### Zoomed window

Window x 306 to 326, y 307 to 327 um. Cells in gray, sequential cells in the stronger gray; small squares are vias.
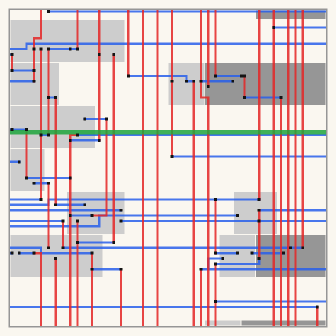
### Placement view

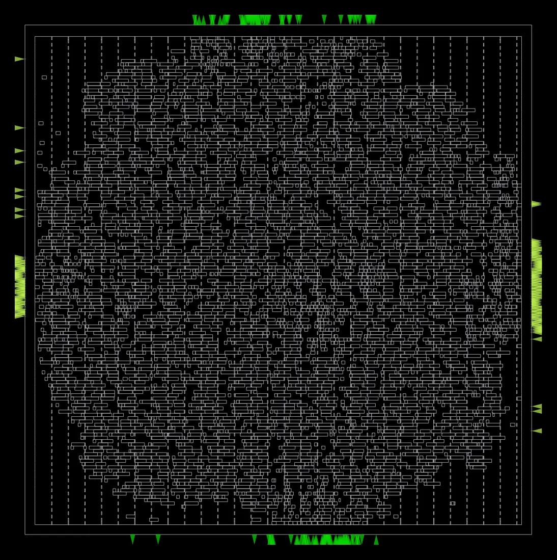
### Placement density heat map

The die is cut into 21 by 21 equal tiles; white is low, dark blue is high, 0 to 100% covered.
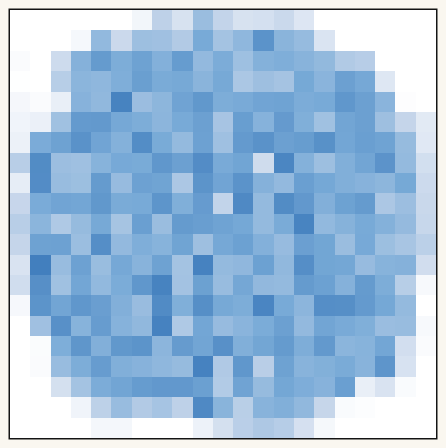
### Pin map

Scale bar: 100 um. Pins as bars across the die edge, other pins in gray.
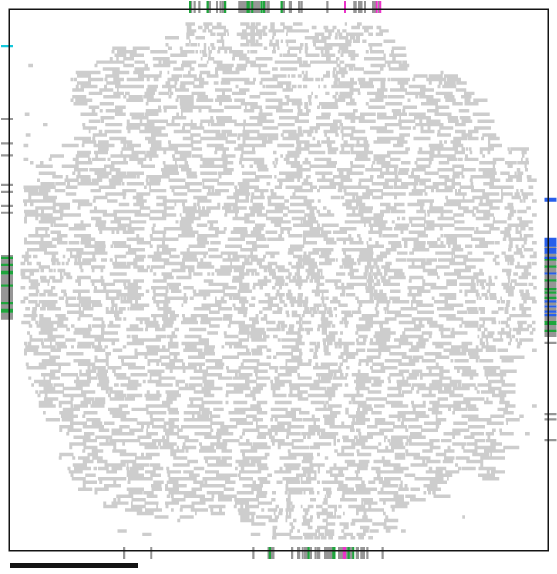
Design reg_read_unit, sky130hd; sources not shown.
==> results.json <==
{
  "finalMaxSlewViolations": 0,
  "tightest_slew_ns": 0.9156,
  "met1_usage_pct": 36.53,
  "startpoint_type": "input port",
  "total_power_mw": 22.46,
  "ys_cells": 3702,
  "die_area_um2": 178100,
  "layout_min_cycle_time_ns": 5.057,
  "use_met2_pct": 41.60,
  "cpPeakStageDelay_ns": 0.65,
  "grt_first_pass_wirelength_mm": 332.7,
  "cts_resized": 19,
  "post_drt_wl_per_cell_um": 38.31,
  "wl_met2_mm": 111.9,
  "synth_adder_area_share_pct": 0.02196,
  "post_cts_buffers": 7,
  "critical_path_class": "input port to primary output",
  "cts_buffer_depth": 3,
  "io_pins": 210,
  "yosysWarnings": 0,
  "largest_area_cell": "edfxtp_1",
  "synth.cellmix.xorXnorShare_pct": 0.4919,
  "hold_violations": 0,
  "clk-power_mw": 8.80,
  "drt_wl_total_mm": 244.9,
  "grt_overflow_total": 0,
  "htreeDepth": 3,
  "avgSynthCellArea_um2": 15.39,
  "nWellTaps": 2189,
  "wl_met1_mm": 97.24,
  "seq-cell-share_pct": 44.51,
  "antenna_found_initial": 38,
  "finClkSkew_ns": 0.005010,
  "p_int_mw": 16.65,
  "nClkBuffers": 142,
  "synth_cells": 3702,
  "routed_via_density": 5.972,
  "clk_latency_ns": 0.73,
  "warnings": 28,
  "seq_cell_power_mw": 10.3,
  "flops": 1040,
  "holdCritPathClass": "flip-flop to flip-flop",
  "gp_congestion": 0.8403,
  "dr_total_vias": 38180,
  "area_growth_pct": 22.51,
  "placedCellCount": 6133,
  "endpoint_kind": "primary output",
  "ys_async_sr_fraction_pct": 0,
  "pwr-share-comb_pct": 15.0,
  "crit_chain": "clkdlybuf4s50_1, nand2_1, buf_4, o31ai_4, buf_4, o22ai_1, o22ai_1, buf_12",
  "largest_reg_flops": 1024,
  "rows": 149,
  "status": "finished with violations",
  "peakVddDrop_mv": 0.3167,
  "power-top-group": "sequential cells",
  "use_met3_pct": 4.701,
  "fill_cells": 14620,
  "ys_top_cells_by_count": "1024 x edfxtp_1, 993 x and2_1, 593 x mux4_2",
  "layout.non_clock_inverters": 8,
  "dr.pass1.iters": 5,
  "dominant_cells": "sequential cells",
  "fin_nets": 4217,
  "violations": "negative setup slack",
  "logic_area_um2": 24750,
  "worstRegToRegCells": 6,
  "mappedNetlistArea_um2": 56970,
  "max_slew_margin_pct": 38.96,
  "synthDistinctLibCells": 64,
  "pg_comb_mw": 3.38,
  "critical-path-slowest-cell": "clkdlybuf4s50_1",
  "drv_cap": 0,
  "logic_gate_count": 2282,
  "cts_root_buffer": "clkbuf_16",
  "ctsHoldBuffers": 0,
  "hold_depth": 2,
  "edf_count": 1024,
  "dp_slack_ns": -0.3815,
  "buffers": 636,
  "ys_seq_share_pct": 54.53,
  "clock_cell_area_share_pct": 5.514,
  "worst_slack_ns": -0.04652,
  "p_sw_share_pct": 25.84,
  "ys_area_um2": 56970,
  "synthTopCellsByArea": "edfxtp_1 54%, mux4_2 23%, and2_1 11%",
  "cp_max_fo": 10,
  "critPathRequiredTime_ns": 3.76,
  "dpl-instance-area_um2": 65400,
  "dpl.hpwl_mm": 154.1,
  "top_layer_used": "met5",
  "routed-wl-met3_mm": 22.48,
  "power.density_nw_per_um2": 321.8,
  "topCombFamilyByArea": "multiplexers",
  "clockPowerShare_pct": 39.2,
  "grt.busiest_layer": "met2",
  "detail-route-antenna-nets": 0,
  "synthAoiAreaFrac_pct": 3.806,
  "diodes": 14,
  "fmax_mhz": 197.8,
  "path_clk_slew_ns": 0.06,
  "setup_viol": 2,
  "grt_max_degree": 67,
  "pwr-share-seq_pct": 45.8,
  "final_area_um2": 69800,
  "seq_area_um2": 31070,
  "drive_gt1_share_pct": 33.05,
  "numCtsBuffers": 119,
  "synth.mux.area_fraction_pct": 25.02,
  "switching_power_mw": 5.804,
  "yosys.cell_count.top_type": "edfxtp_1",
  "drt_iter0_drc": 5814,
  "synth-main-ff-cell": "edfxtp_1",
  "cts_tree": "yes",
  "simple_gate_share_pct": 13.03,
  "holdWs_ns": 0.5050,
  "leakage_nw": 23.98,
  "drc": 0,
  "cp.arrival_ns": 3.80,
  "nonClkBufAreaFrac_pct": 10.49,
  "cts.sinks": 1040,
  "grt_pass1_vias": 38330,
  "yosysTopAreaCellShare_pct": 53.97,
  "finalClockPeriodUsage_pct": 100.9,
  "reg2reg_slack_ns": 2.79,
  "tns_ns": -0.05015,
  "track_usage_pct": 26.77,
  "comb_area_share_pct": 35.46,
  "ys.flops": 1040
}
-- 'Zoomed window' (at the start) --
green -> M3
blue -> M1
red -> M2
most frequent = mux4_2 (3), and2_1 (2)
cells with their middle in the window = 8
sequential cells in the window = 1

-- 'Placement view' (at the start) --
Final Util: 42.59%
Core ar.: 163900 um^2
non-filler instance count after layout: 6393

-- 'Placement density heat map' (at the start) --
fullest tile = 68%
mean over tiles = 38%
nearly empty tiles = 13%
densest ninth of the die = middle
FP Core Util: 34.77%

-- 'Pin map' (at the start) --
blue -> stall_count  # pins 16, direction output, edge right
magenta -> read_addr_1  # pins 5, direction input, edge 3 top, 2 bottom
green -> mem_write_data  # pins 32, direction input, edge 9 right, 9 top, 8 left, 6 bottom
cyan -> clk  # pins 1, direction input, edge left
all pins by edge = 63 right, 54 top, 48 bottom, 45 left
number of port buffers: 209
DIE WIDTH: 421 um

## placed cells by master (no fill, tap or decap), types with 12 or more instances in the layout
cell type	instances
a32oi_1	12
clkinv_2	25
buf_12	162
or2_2	32
xor2_1	21
clkbuf_16	123
edfxtp_1	1024
conb_1	32
nor2_1	32
buf_4	316
a22oi_1	16
diode_2	14
nor2b_1	19
nor2_4	33
clkdlybuf4s50_1	125
bufinv_16	13
a221oi_1	14
mux4_2	593
and2_1	993
o221ai_1	23
o22ai_1	51
mux2i_1	90
clkbuf_1	21
a21oi_1	58
buf_6	13
o21ai_0	50
a22o_1	12
nand2_1	47
dfxtp_1	16
clkinv_1	33
## worst max-delay path, delay by kind of cell
family | cells | cell delay, ns
compound gates | 3 | 1.01
buf+inv | 4 | 1.33
simple gates | 1 | 0.20
Power is estimated from default activity; no workload was simulated.
